--- config.mk ---
export PLATFORM = sky130hd
export DESIGN_NAME = csa_accum_sequencer
export DESIGN_NICKNAME = d
export VERILOG_FILES = /design/src/rtl/csa_accum_sequencer.sv
export SDC_FILE = /design/constraint.sdc
export NUM_CORES = 1
export LEC_CHECK = 0
export CAP_MARGIN = 20
export CORE_ASPECT_RATIO = 2
export CORE_MARGIN = 3
export CORE_UTILIZATION = 57
export CTS_BUF_LIST = sky130_fd_sc_hd__clkbuf_2 sky130_fd_sc_hd__clkbuf_4 sky130_fd_sc_hd__clkbuf_8
export DETAILED_ROUTE_END_ITERATION = 16
export PLACE_DENSITY = 0.82
export SLEW_MARGIN = 20
export SYNTH_ARGS = -nofsm -noshare
export SYNTH_HDL_FRONTEND = slang
export SYNTH_SLANG_ARGS = --single-unit
--- constraint.sdc ---
create_clock -name clk -period 2.8 [get_ports clk]
set_input_delay 0.56 -clock clk [delete_from_list [all_inputs] [get_ports clk]]
set_output_delay 0.56 -clock clk [all_outputs]
set_load 0.02 [all_outputs]
--- src/rtl/csa_accum_sequencer.sv ---
// csa_accum_sequencer: carry-save multi-operand accumulator with a final carry-propagate resolve
module csa_accum_sequencer #(
  parameter int WIDTH = 16,
  parameter int OPS_W = 3,
  localparam int ACC_W = WIDTH + OPS_W
) (
  input  logic             clk,
  input  logic             rst,
  input  logic             start,
  input  logic [OPS_W:0]   num_ops,
  input  logic             op_valid,
  input  logic [WIDTH-1:0] op_data,
  output logic             op_ready,
  output logic             busy,
  output logic             res_valid,
  output logic [ACC_W-1:0] res_data,
  input  logic             res_ready
);
  typedef enum logic [1:0] {IDLE, ACCUM, RESOLVE, DONE} state_t;
  localparam logic [OPS_W:0] MAX_N = {1'b1, {OPS_W{1'b0}}};
  state_t state, state_nx;
  logic [ACC_W-1:0] s, c, x;
  logic [OPS_W:0] cnt, n, n_clamp;
  logic beat, last;
  assign n_clamp = num_ops > MAX_N ? MAX_N : num_ops;
  assign x = {{OPS_W{1'b0}}, op_data};
  assign beat = state == ACCUM && op_valid;
  assign last = beat && cnt + 1'b1 == n;
  assign op_ready = state == ACCUM;
  assign busy = state != IDLE;
  assign res_valid = state == DONE;
  always_comb begin
    state_nx = state;
    case (state)
      IDLE:    state_nx = start ? (n_clamp == '0 ? DONE : ACCUM) : IDLE;
      ACCUM:   state_nx = last ? RESOLVE : ACCUM;
      RESOLVE: state_nx = DONE;
      DONE:    state_nx = res_ready ? IDLE : DONE;
      default: state_nx = IDLE;
    endcase
  end
  always_ff @(posedge clk) begin
    if (rst) begin
      state <= IDLE;
      s <= '0;
      c <= '0;
      cnt <= '0;
      n <= '0;
      res_data <= '0;
    end else begin
      state <= state_nx;
      if (state == IDLE && start) begin
        s <= '0;
        c <= '0;
        cnt <= '0;
        n <= n_clamp;
        if (n_clamp == '0) res_data <= '0;
      end
      if (beat) begin
        s <= s ^ c ^ x;
        c <= ((s & c) | (s & x) | (c & x)) << 1;
        cnt <= cnt + 1'b1;
      end
      if (state == RESOLVE) res_data <= s + c;
    end
  end
endmodule

### Gate-type map, run 1

Scale: 4 px per micron.
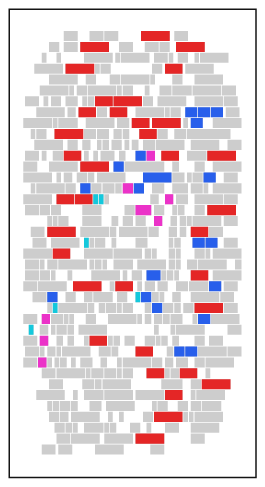
- magenta: AND and OR gates (cells 8; most used and2_1)
- cyan: inverters (cells 6; most used inv_1)
- blue: AND-OR and OR-AND gates (cells 20; most used a22o_1)
- red: adder and majority cells (cells 35; most used ha_1)
filler-free cell count of the finished design: 482
Top cell excl fill/tap: sky130_fd_sc_hd__nor2_1
fraction of area in multi-input gates: 0.494

### Close-up of the layout, run 1

Region (16, 43) to (46, 73) microns. Cells in grey, sequential cells in the stronger grey; small squares are vias.
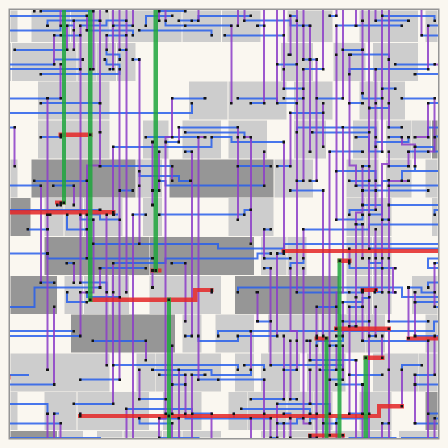
- purple: met2
- green: met4
- blue: met1
- red: met3
- most frequent: nor2_1 (13), dfxtp_1 (6), a21oi_1 (5)
- sequential cells in the window: 6
- cells with their middle in the window: 78
- netlist names of flops here include: `s` (3), `res_data` (2)

### Placement view, run 1

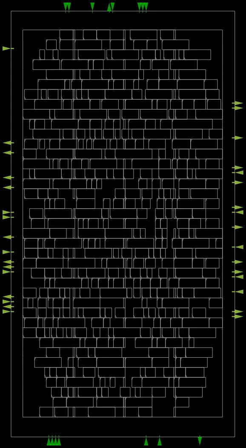
number of well taps: 61
Fillers: 440
Flop Count: 66

==> run notes, run 1 <==
Synthesis and place-and-route results.

- The total congestion overflow is 0.
- The tool flagged a number of max-cap violations equal to 0.
- The most instantiated flip-flop cell in the synthesis netlist is sky130_fd_sc_hd__dfxtp_1.
- The antenna diode instance count is 0.
- The largest net degree at the start of global routing is between 40 and 50.
- The finished design was reported to have a net count of 476.
- The overall die size recorded for this design is around 0.0072 sq mm.
- The flow reports an fmax of slightly above 400 MHz.
- Yosys attributes the largest share of cell area to sky130_fd_sc_hd__dfxtp_1, sky130_fd_sc_hd__a22oi_1, sky130_fd_sc_hd__fa_1.
- The register area is around 0.0013 sq mm.
- The clock insertion delay at the later pin of the skew report is ~0.35 ns.
- The combinational cell area excluding buffers and inverters is a little over 0.002 sq mm.
- The clock slew seen by the registers of the worst setup and hold paths is about 0.070 ns.
- The count of cells resized by post-cts repair is 0.
- The startpoint kind of the worst setup timing path is a flop.
- The initial antenna violation count is 0.
- Of the post-synthesis cell area, the dominant cell type holds 0.378.
- The die width is between 60 and 70 microns.
- In this run the remaining antenna-violating nets after routing total 0.
- The number of global-route vias before repair was ~3000.
- The signal on the critical path passes through ha_1 > inv_1 > fa_1 > nand2b_1 > a21oi_2 > o21bai_1 > a21o_1 > a21o_1 > a32o_1.
- The total power divided by cell area is roughly 480 mW/mm^2.
- The mean cell area of the mapped netlist is 9.38 sq um.
- The count of hold buffers inserted by post-cts repair is 0.
- The die outline height is 117 microns.
- During synthesis, Yosys emitted a total of 0 warnings.
- The number of synthesized flops with an enable pin is 0.
- As logged by OpenROAD, the buffers inserted on ports number 46.
- From the final report, the count of setup violators was given as 0.
- The clock buffer count from CTS is 9.
- The routed design shows a wire length per standard cell of approximately 16 microns.
- After its last routability iteration, the placer logged a weighted congestion of 0.858.
- The start-to-end type of the worst setup path is flop to flop.
- The number of sinks on the clock net is about 66.
- The timing report notes that buffer and inverter cells on the critical path total 1.
- The max-slew check reports its worst relative slack as 0.369.
- The share of the core filled with cells is 0.723.
- In this design, the critical path's most frequently occurring cell is sky130_fd_sc_hd__a21o_1.
- OpenROAD emitted warnings numbering 26.
- Setup repair after global routing left no endpoint under its margin.
- Dividing the final minimum period by the clock period gives 0.877.
- The slowest library cell on the worst path is sky130_fd_sc_hd__dfxtp_1.
- Pins over their slew limit in the final report were tallied at 0.
- Per the log, the first TritonRoute iteration ended with a DRC count of between 200 and 250.
- The largest stage delay on the critical path is 0.41 ns.
- The cell row count is 39.
- The maximum ir drop on the vdd rail is just over 0.4 mV.
- The maximum root-to-sink buffer count is 2.
- In this run the standard cell core region covers about 0.0058 sq mm.
- The number of nets handed over by synthesis was approximately 430.
- Per Yosys stat, the portion of area used by sequential elements is 0.378.
- Synthesis inferred 66 register bits.
- The via total after detailed routing is around 3000.
- The area growth from synthesis to layout is 20.2%.
- The I/O pin total is between 40 and 50.
- The library cells used most frequently in the layout, excluding fill and tap cells, are sky130_fd_sc_hd__nor2_1, sky130_fd_sc_hd__dfxtp_1, sky130_fd_sc_hd__clkdlybuf4s50_1, sky130_fd_sc_hd__a22oi_1, sky130_fd_sc_hd__ha_1.
- The cell type with the highest aggregate area in the netlist is sky130_fd_sc_hd__dfxtp_1.
- Synthesis instantiated 47 different standard cells from the library.
- The run finished with clean final reports.
- The half-perimeter wire length after detailed placement is between 5000 and 6000 microns.
- The data arrival time of the critical path is between 2 and 3 ns.
- Per the CTS log, the maximum H-tree level is 3.
- After detailed routing, the number of vias per cell comes to 6.08.
- The clock arrives with 0.00726 ns of skew.
- The global routing report lists combined usage of all routing layers as 0.254.
- After routing, the total negative slack on setup checks comes to 0 ns.
- The area recorded from the Yosys report for this design is between 0.003 and 0.004 sq mm.
- The capturing element type of the critical path is a flop.
- The share of flip-flops with an asynchronous set or reset after synthesis is 0.
- The post-detailed-route DRC marker count is 0.
- For this configuration, the core starts out at a cell density of 0.601.
- The TritonCTS clock tree is yes.
- Once the clock tree was built, the setup fixing pass inserted 0 buffers.
- The slew at the pin closest to its max-slew limit is between 0.9 and 1 ns.
[run 1: area by class of cell]
type | count | area share
Multi-Input combinational cell | 282 | 0.494
Tap cell | 61 | 0.0182
Clock inverter | 4 | 0.0119
Clock buffer | 12 | 0.0379
Sequential cell | 66 | 0.315
Timing Repair Buffer | 51 | 0.117
Inverter | 6 | 0.00537
[run 1: flip-flops by register name (all words and copies together), names as in the netlist]
register	count
state	2
res_data	19
s	19
c	18
cnt	4
n	4
[run 1: per-layer routing]
| layer | part of all wire | GRT usage | wire length [microns] | up-vias |
|---|---|---|---|---|
| met5 | 0 | 0 | 0 | - |
| li1 | - | - | - | 1434 |
| met1 | 0.38 | 0.291 | 3010 | 1389 |
| met3 | 0.048 | 0.0642 | 376 | 23 |
| met4 | 0.033 | 0.126 | 262 | 0 |
| met2 | 0.54 | 0.425 | 4210 | 83 |
[run 1: synthesized netlist by cell type (all sizes together), types with 3 or more instances]
cell    count
buf         7
a22o       10
a21o        6
dfxtp      66
o21ai      12
a21oi      20
xor2        7
fa         16
or3         3
nor2       69
inv         6
nand2      13
a211oi      4
nor3        6
and2        3
clkbuf     11
ha         19
nor3b       3
nand2b      6
nand3       6
a22oi      43
xnor2      10
[run 1: worst register-to-register path: stages, from the launching register on]
cell                       delay, ns
sky130_fd_sc_hd__dfxtp_1        0.41
sky130_fd_sc_hd__ha_1           0.21
sky130_fd_sc_hd__inv_1          0.06
sky130_fd_sc_hd__fa_1           0.39
sky130_fd_sc_hd__nand2b_1       0.22
sky130_fd_sc_hd__a21oi_2        0.28
sky130_fd_sc_hd__o21bai_1       0.16
sky130_fd_sc_hd__a21o_1         0.20
sky130_fd_sc_hd__a21o_1         0.17
sky130_fd_sc_hd__a32o_1         0.24
[run 1: cells by family after synthesis]
| group | count (synthesis) | synth area share |
|---|---|---|
| and+or+nand+nor | 118 | 0.153 |
| AOI/OAI and AO/OA | 112 | 0.238 |
| DFF | 66 | 0.378 |
| adders and majority gates | 35 | 0.160 |
| buffers and inverters | 24 | 0.0280 |
| xor gates and xnor gates | 17 | 0.0427 |
[run 1: path summary, 6_finish.rpt]
kind / startpoint / endpoint / slack (ns) / cells after the start
worst max-delay path: c[1] / res_data[17] / 0.34 / 9
worst min-delay path: n[3] / n[3] / 0.47 / 2
worst min register to register: n[3] / n[3] / 0.47 / 2
worst max register to register: c[1] / res_data[17] / 0.34 / 9
[run 1: power breakdown]
group          total (W)  switching (W)  internal (W)
sequential      0.000974      0.0000184      0.000956
clock           0.000833       0.000365      0.000468
combinational   0.000209       0.000119     0.0000897
[run 1: metrics by stage]
stage	instances	instance area [sq um]	hold slack (ns)	setup slack, ns
floorplan	372	3490	0.449	0.634
global placement	466	3990	0.458	0.241
detailed placement	466	3990	0.463	0.195
CTS	482	4200	0.472	0.333
global route	482	4200	0.495	0.162
finish	482	4200	0.474	0.343
### Metal layers overlaid, run 1

Scale: 4 px per micron. Two of the layers only.
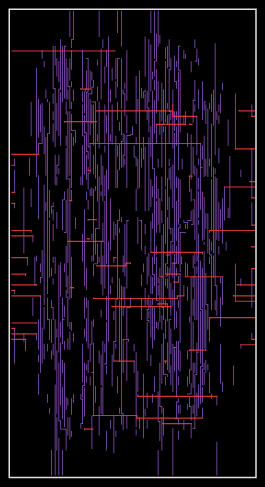

==> run 1 -> run 2 <==
--- a/config.mk
+++ b/config.mk
@@ -5,6 +5,7 @@
 export SDC_FILE = /design/constraint.sdc
 export NUM_CORES = 1
 export LEC_CHECK = 0
+export ABC_CLOCK_PERIOD_IN_PS = 2800
 export CAP_MARGIN = 20
 export CORE_ASPECT_RATIO = 2
 export CORE_MARGIN = 3
@@ -12,7 +13,9 @@
 export CTS_BUF_LIST = sky130_fd_sc_hd__clkbuf_2 sky130_fd_sc_hd__clkbuf_4 sky130_fd_sc_hd__clkbuf_8
 export DETAILED_ROUTE_END_ITERATION = 16
 export PLACE_DENSITY = 0.82
+export SETUP_SLACK_MARGIN = 0.4
 export SLEW_MARGIN = 20
 export SYNTH_ARGS = -nofsm -noshare
 export SYNTH_HDL_FRONTEND = slang
 export SYNTH_SLANG_ARGS = --single-unit
+export TNS_END_PERCENT = 5
### Metal layers overlaid, run 2

Scale: 4 px per micron. Two of the layers only.
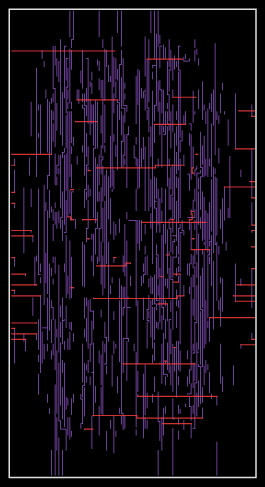
- purple: met2 (wire length 4250 microns)
- red: met3 (wire length 342 microns)

### Placement view, run 2

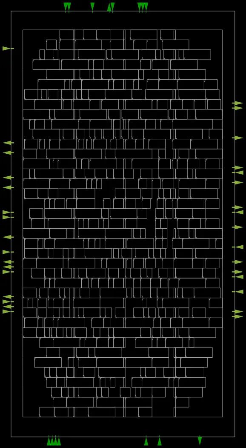
cell row count: 39
share of cell area taken by flip-flops and latches: 0.314

==> run 2 against run 1 <==
Net effect: flip-flop count is the same; core utilization grew 0.34 points; synthesized cell count stayed put; hold slack about the same; largest cell class unchanged.
==> run notes, run 2 <==
Synthesis and place-and-route results.

- The registers reported with the highest flop counts are res_data (19), s (19), c (18).
- The die outline height is 117 microns (unchanged).
- The number of synthesis warnings is 0 (unchanged).
- The combinational fraction of design power is 0.104 (about the same).
- The max-slew violation count is 0 (unchanged).
- The max capacitance violation total came to 0 (unchanged).
- The most instantiated flip-flop cell in the synthesis netlist is sky130_fd_sc_hd__dfxtp_1.
- The ratio of final minimum period to clock period was 0.809 (-0.0686).
- The number of unique standard cell types used by synthesis was 47 (unchanged).
- The share of the synthesized area in the top cell type is 0.378 (unchanged).
- The data arrival time of the critical path is 2.55 ns (-0.15 ns).
- The clock insertion delay at the later pin of the skew report came to 0.35 ns (about the same).
- The run finished with clean final reports.
- The count of input and output buffers is 46 (unchanged).
- The antenna diode instance count is 0 (unchanged).
- Summed over all instances, the cell type with the most area after synthesis is sky130_fd_sc_hd__dfxtp_1.
- The global routing stage identified its most utilized layer as met2.
- The die width is 61.3 microns (unchanged).
- By area the synthesized netlist is led by sky130_fd_sc_hd__dfxtp_1, sky130_fd_sc_hd__a22oi_1, sky130_fd_sc_hd__fa_1.
- The slew at the pin closest to its max-slew limit came to 0.942 ns (-0.00341 ns).
- The internal power of the cells is 0.00151 W (about the same).
- The initial antenna violation count is 0 (unchanged).
- The largest clock skew in the final design is 0.00685 ns (-0.000415 ns).
- The clock network power share is 0.414 (about the same).
- The total power divided by cell area is 480 mW/mm^2 (-0.17%).
- The share of flip-flops with an asynchronous set or reset after synthesis is 0 (unchanged).
- The TritonCTS clock tree is yes.
- The number of sinks on the clock net came to 66 (unchanged).
- The net switching component of the power was 0.000509 W (+1.2%).
- The combinational cell area excluding buffers and inverters is 0.00209 sq mm (+0.84%).
- The start-to-end type of the worst setup path is input pin to flop.
- The post-synthesis to final-layout area growth is 20.8%.
- The violation tally from detailed-route iteration zero came to 247 (+17%).
- The capturing element type of the critical path is a flop.
- The post-route antenna net violation count came to 0 (unchanged).
- The routed via count divided by cell count was 6.12 (+0.75%).
- The clock slew seen by the registers of the worst setup and hold paths is 0.07 ns (about the same).
- The post-route cell area is 0.00422 sq mm (+0.48%).
- The mean cell area of the mapped netlist came to 9.38 sq um (unchanged).
- The H-tree level count was 3 (unchanged).
- The final-report setup violation count is 0 (unchanged).
- The final net count came to 476 (unchanged).
- The met1 demand-to-capacity share in global routing is 0.290 (-0.00140).
- The placer congestion estimate is 0.858 (unchanged).
- The number of OpenROAD warnings is 26 (unchanged).
- The clock buffer count from CTS is 9 (unchanged).
- The I/O pin total is 47 (unchanged).
- The maximum ir drop on the vdd rail is 0.411 mV (-0.59%).
- The half-perimeter wire length after detailed placement is 5660 microns (unchanged).
- The post-detailed-route DRC marker count is 0 (unchanged).
- By instance count after routing, the leading logic cell type is sky130_fd_sc_hd__nor2_1.
- The proportion of synthesized chip area in sequential cells came to 0.378 (unchanged).
- The total congestion overflow is 0 (unchanged).
- The yosys-reported design area after synthesis was 0.00349 sq mm (unchanged).
- The maximum root-to-sink buffer count came to 2 (unchanged).
- The synthesized netlist net count came to 432 (unchanged).
- The mean routed wirelength per cell is 16.6 microns (+1.8%).
- The post-place instance area is 0.00399 sq mm (unchanged).
- The share of total power in sequential cells is 0.482 (about the same).
- The summed negative setup slack over all endpoints came to 0 ns (unchanged).
- The normalized max-slew margin is 0.371 (+0.00228).
- The global routing met3 resource utilization is 0.0653 (+0.00111).
- The global-route usage over all layers is 0.255 (+0.000873).
### Gate-type map, run 2

Scale: 4 px per micron.
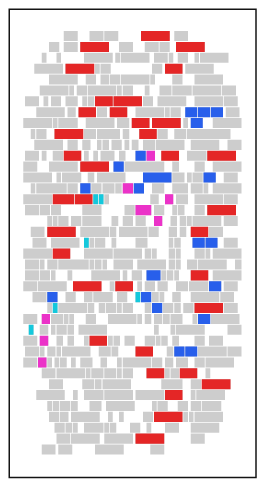
- cyan: inverters (cells 6; most used inv_1)
- red: adder and majority cells (cells 35; most used ha_1)
- magenta: AND and OR gates (cells 8; most used and2_1)
- blue: AND-OR and OR-AND gates (cells 20; most used a22o_1)
fraction of area in multi-input gates: 0.496

[run 2: cell counts after synthesis]
Identical to the previous run, type by type.
[run 2: power by group through the flow]
stage | sequential (W) | clock (W) | combinational, W
floorplan | 0.000990 | 0 | 0.000130
global placement | 0.000995 | 0 | 0.000203
detailed placement | 0.000995 | 0 | 0.000207
CTS | 0.000974 | 0.000847 | 0.000210
global route | 0.000977 | 0.000894 | 0.000233
finish | 0.000974 | 0.000838 | 0.000210
[run 2: path summary, 6_finish.rpt]
path / start / end / cells past startpoint
worst max-delay path: start / cnt[2] / 6
worst min-delay path: n[3] / n[3] / 2
worst max register to register: c[1] / res_data[17] / 9
worst min register to register: n[3] / n[3] / 2
[run 2: layout make-up]
class	instances	share of cell area
multi-input cells	282	0.496
flip-flops and latches	66	0.314
repair buffers	51	0.117
clock buffers	12	0.0377
well taps	61	0.0181
clock inverters	4	0.0119
inverters	6	0.00534
[run 2: metal layers]
| metal | share of wire | up-vias |
|---|---|---|
| met5 | 0 | - |
| met4 | 0.035 | 0 |
| met3 | 0.043 | 27 |
| met2 | 0.53 | 82 |
| met1 | 0.39 | 1408 |
| li1 | - | 1434 |
[run 2: worst max-delay path, cell delays in order]
cell and delay, ns:
sky130_fd_sc_hd__clkdlybuf4s50_1 0.45, sky130_fd_sc_hd__and2_1 0.18, sky130_fd_sc_hd__nor2_2 0.71, sky130_fd_sc_hd__buf_4 0.38, sky130_fd_sc_hd__o21ai_0 0.12, sky130_fd_sc_hd__a21oi_1 0.13
[run 2: cell families after synthesis]
family | share of synthesized area
adders and majority gates | 0.160
and+or+nand+nor | 0.153
buffers and inverters | 0.0280
AOI/OAI and AO/OA | 0.238
xor gates and xnor gates | 0.0427
DFF | 0.378
[run 2: repair_timing]
item | 4_1_cts | 5_1_grt
hold buffers | 0 | 0
pin swaps | 1 | 1
gates resized | 3 | 3
buffers inserted | 0 | 0
setup endpoints to repair | 1 | 1
[run 2: per-stage QoR]
step	total power (W)	hold slack [ns]	setup WS [ns]	instances	utilization
global placement	0.00120	0.458	0.241	466	0.687
CTS	0.00203	0.472	0.439	482	0.725
finish	0.00202	0.474	0.536	482	0.726
global route	0.00210	0.495	0.414	482	0.726
detailed placement	0.00120	0.463	0.195	466	0.687
floorplan	0.00112	0.449	0.634	372	-
### Close-up of the layout, run 2

Region (16, 43) to (46, 73) microns. Cells in grey, sequential cells in the stronger grey; small squares are vias.
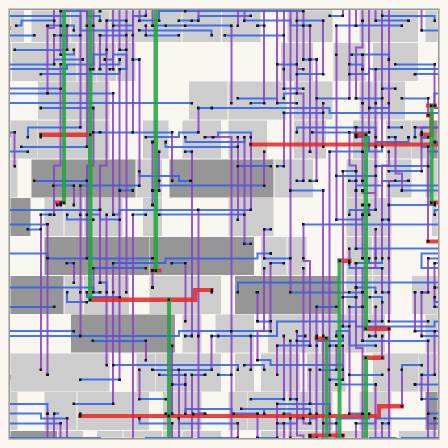

==> run 2 -> run 3 <==
--- a/config.mk
+++ b/config.mk
@@ -5,14 +5,14 @@
 export SDC_FILE = /design/constraint.sdc
 export NUM_CORES = 1
 export LEC_CHECK = 0
-export ABC_CLOCK_PERIOD_IN_PS = 2800
+export ABC_CLOCK_PERIOD_IN_PS = 2050
 export CAP_MARGIN = 20
 export CORE_ASPECT_RATIO = 2
 export CORE_MARGIN = 3
-export CORE_UTILIZATION = 57
+export CORE_UTILIZATION = 51
 export CTS_BUF_LIST = sky130_fd_sc_hd__clkbuf_2 sky130_fd_sc_hd__clkbuf_4 sky130_fd_sc_hd__clkbuf_8
 export DETAILED_ROUTE_END_ITERATION = 16
-export PLACE_DENSITY = 0.82
+export PLACE_DENSITY = 0.78
 export SETUP_SLACK_MARGIN = 0.4
 export SLEW_MARGIN = 20
 export SYNTH_ARGS = -nofsm -noshare
==> constraint.sdc (replaced) <==
create_clock -name clk -period 2.05 [get_ports clk]
set_input_delay 0.41 -clock clk [delete_from_list [all_inputs] [get_ports clk]]
set_output_delay 0.41 -clock clk [all_outputs]
set_load 0.02 [all_outputs]
### Close-up of the layout, run 3

Region (17, 46) to (47, 76) microns. Cells in grey, sequential cells in the stronger grey; small squares are vias.
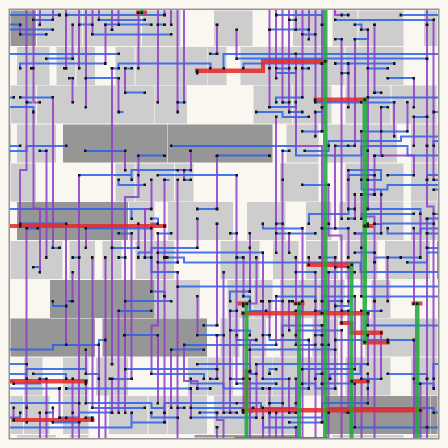
- red: met3
- blue: met1
- purple: met2
- green: met4
- cells with their middle in the window: 85
- sequential cells in the window: 7
- netlist names of flops here include: `c` (2), `s` (2), `state` (2)
- most frequent: nor2_1 (9), buf_4 (6)

### Placement view, run 3

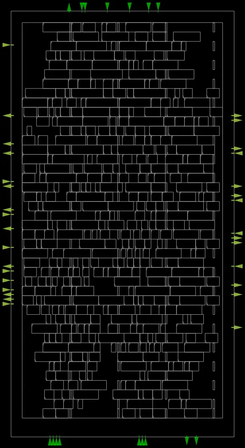
Fillers: 522
number of well taps: 88

### Metal layers overlaid, run 3

Scale: 4 px per micron. Two of the layers only.
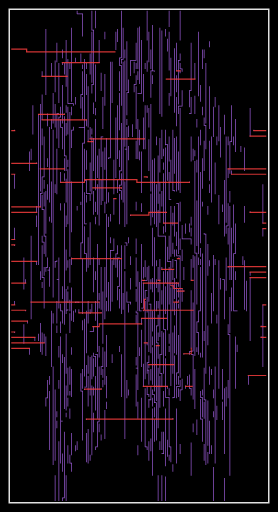
- red: met3 (wire length 389 microns)
- purple: met2 (wire length 4690 microns)

==> run 3 against run 2 <==
Net effect: sequential power rose by 37%; routed wire length is 8.3% higher; register-to-register slack got worse by 0.48 ns; setup slack got worse by 0.48 ns; cell area rose by 11%; clock-buffer cell count increased by 2; final cell count up 11%; core utilization is 2.0 points lower; non-clock buffer count increased by 30; global-route usage down 2.0 points; hold slack got worse by 0.078 ns.
==> run notes, run 3 <==
Synthesis and place-and-route results.

- The I/O pin total is 47 (unchanged).
- The area fraction in mux cells was 0 (unchanged).
- The summed negative setup slack over all endpoints is 0 ns (unchanged).
- The most used flip-flop cell after synthesis is sky130_fd_sc_hd__dfxtp_1.
- The share of the core filled with cells is 0.706 (-0.0204).
- Leaving out fill and tap cells, the most frequent cell in the layout is sky130_fd_sc_hd__nor2_1.
- The post-detailed-route DRC marker count is 0 (unchanged).
- The proportion of synthesized chip area in sequential cells was 0.378 (unchanged).
- The slew at the pin closest to its max-slew limit is 0.620 ns (-0.322 ns).
- The power after layout is 0.00263 W (+30%).
- The largest registers in the layout are res_data (19), s (19), c (18).
- The half-perimeter wire length after detailed placement is 6160 microns (+8.7%).
- The share of flip-flops with an asynchronous set or reset after synthesis was 0 (unchanged).
- The mean cell area of the mapped netlist was 9.38 sq um (unchanged).
- Post-route period utilization is reported as 0.975.
- The placer congestion estimate is 0.883 (+2.9%).
- The post-route cell area came to 0.00467 sq mm (+11%).
- The antenna diode instance count came to 0 (unchanged).
- The final-report setup violation count came to 0 (unchanged).
- The maximum achievable frequency is 500 MHz.
- The number of sinks on the clock net came to 66 (unchanged).
- The violation tally from detailed-route iteration zero came to 172 (-30%).
- The number of OpenROAD warnings was 29 (+12%).
- The total power divided by cell area is 562 mW/mm^2 (+17%).
- By area, the combinational part of the netlist is dominated by AND-OR/OR-AND gates.
- The share of the synthesized area in the top cell type was 0.378 (unchanged).
- After floorplanning, the core was sized to cover 0.00662 sq mm.
- The critical path required time is 2.30 ns.
- The clock slew seen by the registers of the worst setup and hold paths is 0.06 ns (about the same).
- The clock buffer count from CTS is 9 (unchanged).
- The initial antenna violation count came to 0 (unchanged).
- Entering global routing, the biggest net connects between 40 and 50 pins.
- The final period demand of the worst path is ~2 ns.
- The yosys-reported design area after synthesis came to 0.00349 sq mm (unchanged).
- The normalized max-slew margin is 0.584 (+0.212).
- The count of hold buffers inserted by post-cts repair is 0 (unchanged).
- The most common cell in the synthesized netlist is sky130_fd_sc_hd__nor2_1.
- The max-slew violation count is 0 (unchanged).
- The maximum root-to-sink buffer count is 2 (unchanged).
- The die width is 64.5 microns (+5.2%).
- TritonCTS built the clock tree.
- Yosys attributes the largest share of cell area to sky130_fd_sc_hd__dfxtp_1, sky130_fd_sc_hd__a22oi_1, sky130_fd_sc_hd__fa_1.
- The maximum ir drop on the vdd rail is 0.474 mV (+15%).
- By count the netlist is led by sky130_fd_sc_hd__nor2_1, sky130_fd_sc_hd__dfxtp_1, sky130_fd_sc_hd__a22oi_1.
- The post-synthesis to final-layout area growth is 33.9%.
- The clock insertion delay at the later pin of the skew report was 0.35 ns (about the same).
- The cell row count is 42 (+7.7%).
- Sorting the Yosys area breakdown by cell type puts at the top sky130_fd_sc_hd__dfxtp_1.
- The area of the die is 0.00793 sq mm.
- The global-route usage over all layers came to 0.235 (-0.0200).
- The mean routed wirelength per cell is 16.1 microns (-2.8%).
- The total congestion overflow is 0 (unchanged).
- The capturing element type of the critical path is a flop.
- The total standard cell area after synthesis is 0.00349 sq mm.
- The startpoint kind of the worst setup timing path is a flop.
- The count of input and output buffers is 46 (unchanged).
- The die outline height is 123 microns (+5.4%).
- The number of unique standard cell types used by synthesis is 47 (unchanged).
- The post-synthesis xor/xnor area fraction is 0.0427 (unchanged).
- The routed via count divided by cell count came to 5.74 (-6.3%).
- The synthesized netlist net count was 432 (unchanged).
- Synthesis produced a netlist whose cell count is ~370.
- The share of synthesized cell area in and-or and or-and compound cells was 0.238 (unchanged).
- The largest clock skew in the final design is 0.00465 ns (-0.00220 ns).
- The post-synthesis adder-cell area fraction is 0.160 (unchanged).
- The H-tree level count is 3 (unchanged).
- The data arrival time of the critical path is 2.25 ns (-0.30 ns).
- The number of synthesis warnings is 0 (unchanged).
- Setup repair after global routing could not meet its margin everywhere.
- The final net count was 506 (+6.3%).
- The post-place instance area was 0.00429 sq mm (+7.7%).
- The number of synthesized register bits is around 66.
- The post-route antenna net violation count is 0 (unchanged).
- The run finished with clean final reports.
- The start-to-end type of the worst setup path is flop to flop.
- The max capacitance violation total came to 0 (unchanged).
- The simple-gate share of the synthesized area came to 0.153 (unchanged).
-- run 3: metal layers --
layer	track usage	share of wire
met5	0	0
met4	0.117	0.031
met3	0.0682	0.045
met2	0.411	0.54
met1	0.256	0.38
-- run 3: worst paths after layout --
check | from | end | slack, ns | cells after the start
max | c[1] | res_data[11] | 0.05 | 10
min | rst | c[10] | 0.40 | 2
max reg2reg | c[1] | res_data[11] | 0.05 | 10
min reg2reg | n[3] | n[3] | 0.47 | 2
-- run 3: through the flow --
stage	cells	worst slack, ns	hold WS [ns]
after floorplan	372	0.103	0.449
after global placement	519	-0.0400	0.459
after detailed placement	519	-0.0448	0.459
after CTS	536	0.0549	0.384
after global routing	537	-0.0260	0.407
final	537	0.0509	0.396
-- run 3: worst max-delay path, stage by stage (launching register included) --
cell and delay (ns):
sky130_fd_sc_hd__dfxtp_2 0.36, sky130_fd_sc_hd__ha_4 0.15, sky130_fd_sc_hd__inv_2 0.03, sky130_fd_sc_hd__fa_2 0.33, sky130_fd_sc_hd__nand2b_4 0.16, sky130_fd_sc_hd__a21oi_4 0.16
sky130_fd_sc_hd__buf_4 0.15, sky130_fd_sc_hd__o221a_4 0.19, sky130_fd_sc_hd__a21boi_2 0.06, sky130_fd_sc_hd__xnor2_1 0.12, sky130_fd_sc_hd__a22o_1 0.19
-- run 3: layout make-up --
type | instances | area (sq um) | share of cell area
Multi-Input combinational cell | 282 | 2260 | 0.484
Sequential cell | 66 | 1350 | 0.289
Timing Repair Buffer | 81 | 763 | 0.163
Clock buffer | 14 | 168 | 0.0359
Tap cell | 88 | 110 | 0.0236
Inverter | 6 | 22.5 | 0.00482
-- run 3: timing repair --
| action | CTS | global route |
|---|---|---|
| resized | 16 | 21 |
| pin swaps | 11 | 10 |
| setup buffers | 3 | 1 |
| endpoints found under the setup margin | 36 | 41 |
-- run 3: cells by family after synthesis --
logic type | Yosys count
compound gates | 112
buf+inv | 24
simple gates | 118
flops | 66
xor+xnor | 17
fa+ha+maj | 35
-- run 3: report_power, final --
group / total, W / switching [W] / leakage [nW] / internal [W]
Clock: 0.000975 / 0.000462 / 0.0903 / 0.000513
Combinational: 0.000320 / 0.000173 / 1.30 / 0.000147
Sequential: 0.00133 / 0.0000270 / 0.541 / 0.00130
No activity file was given, so power comes from the tool's default toggle rates.
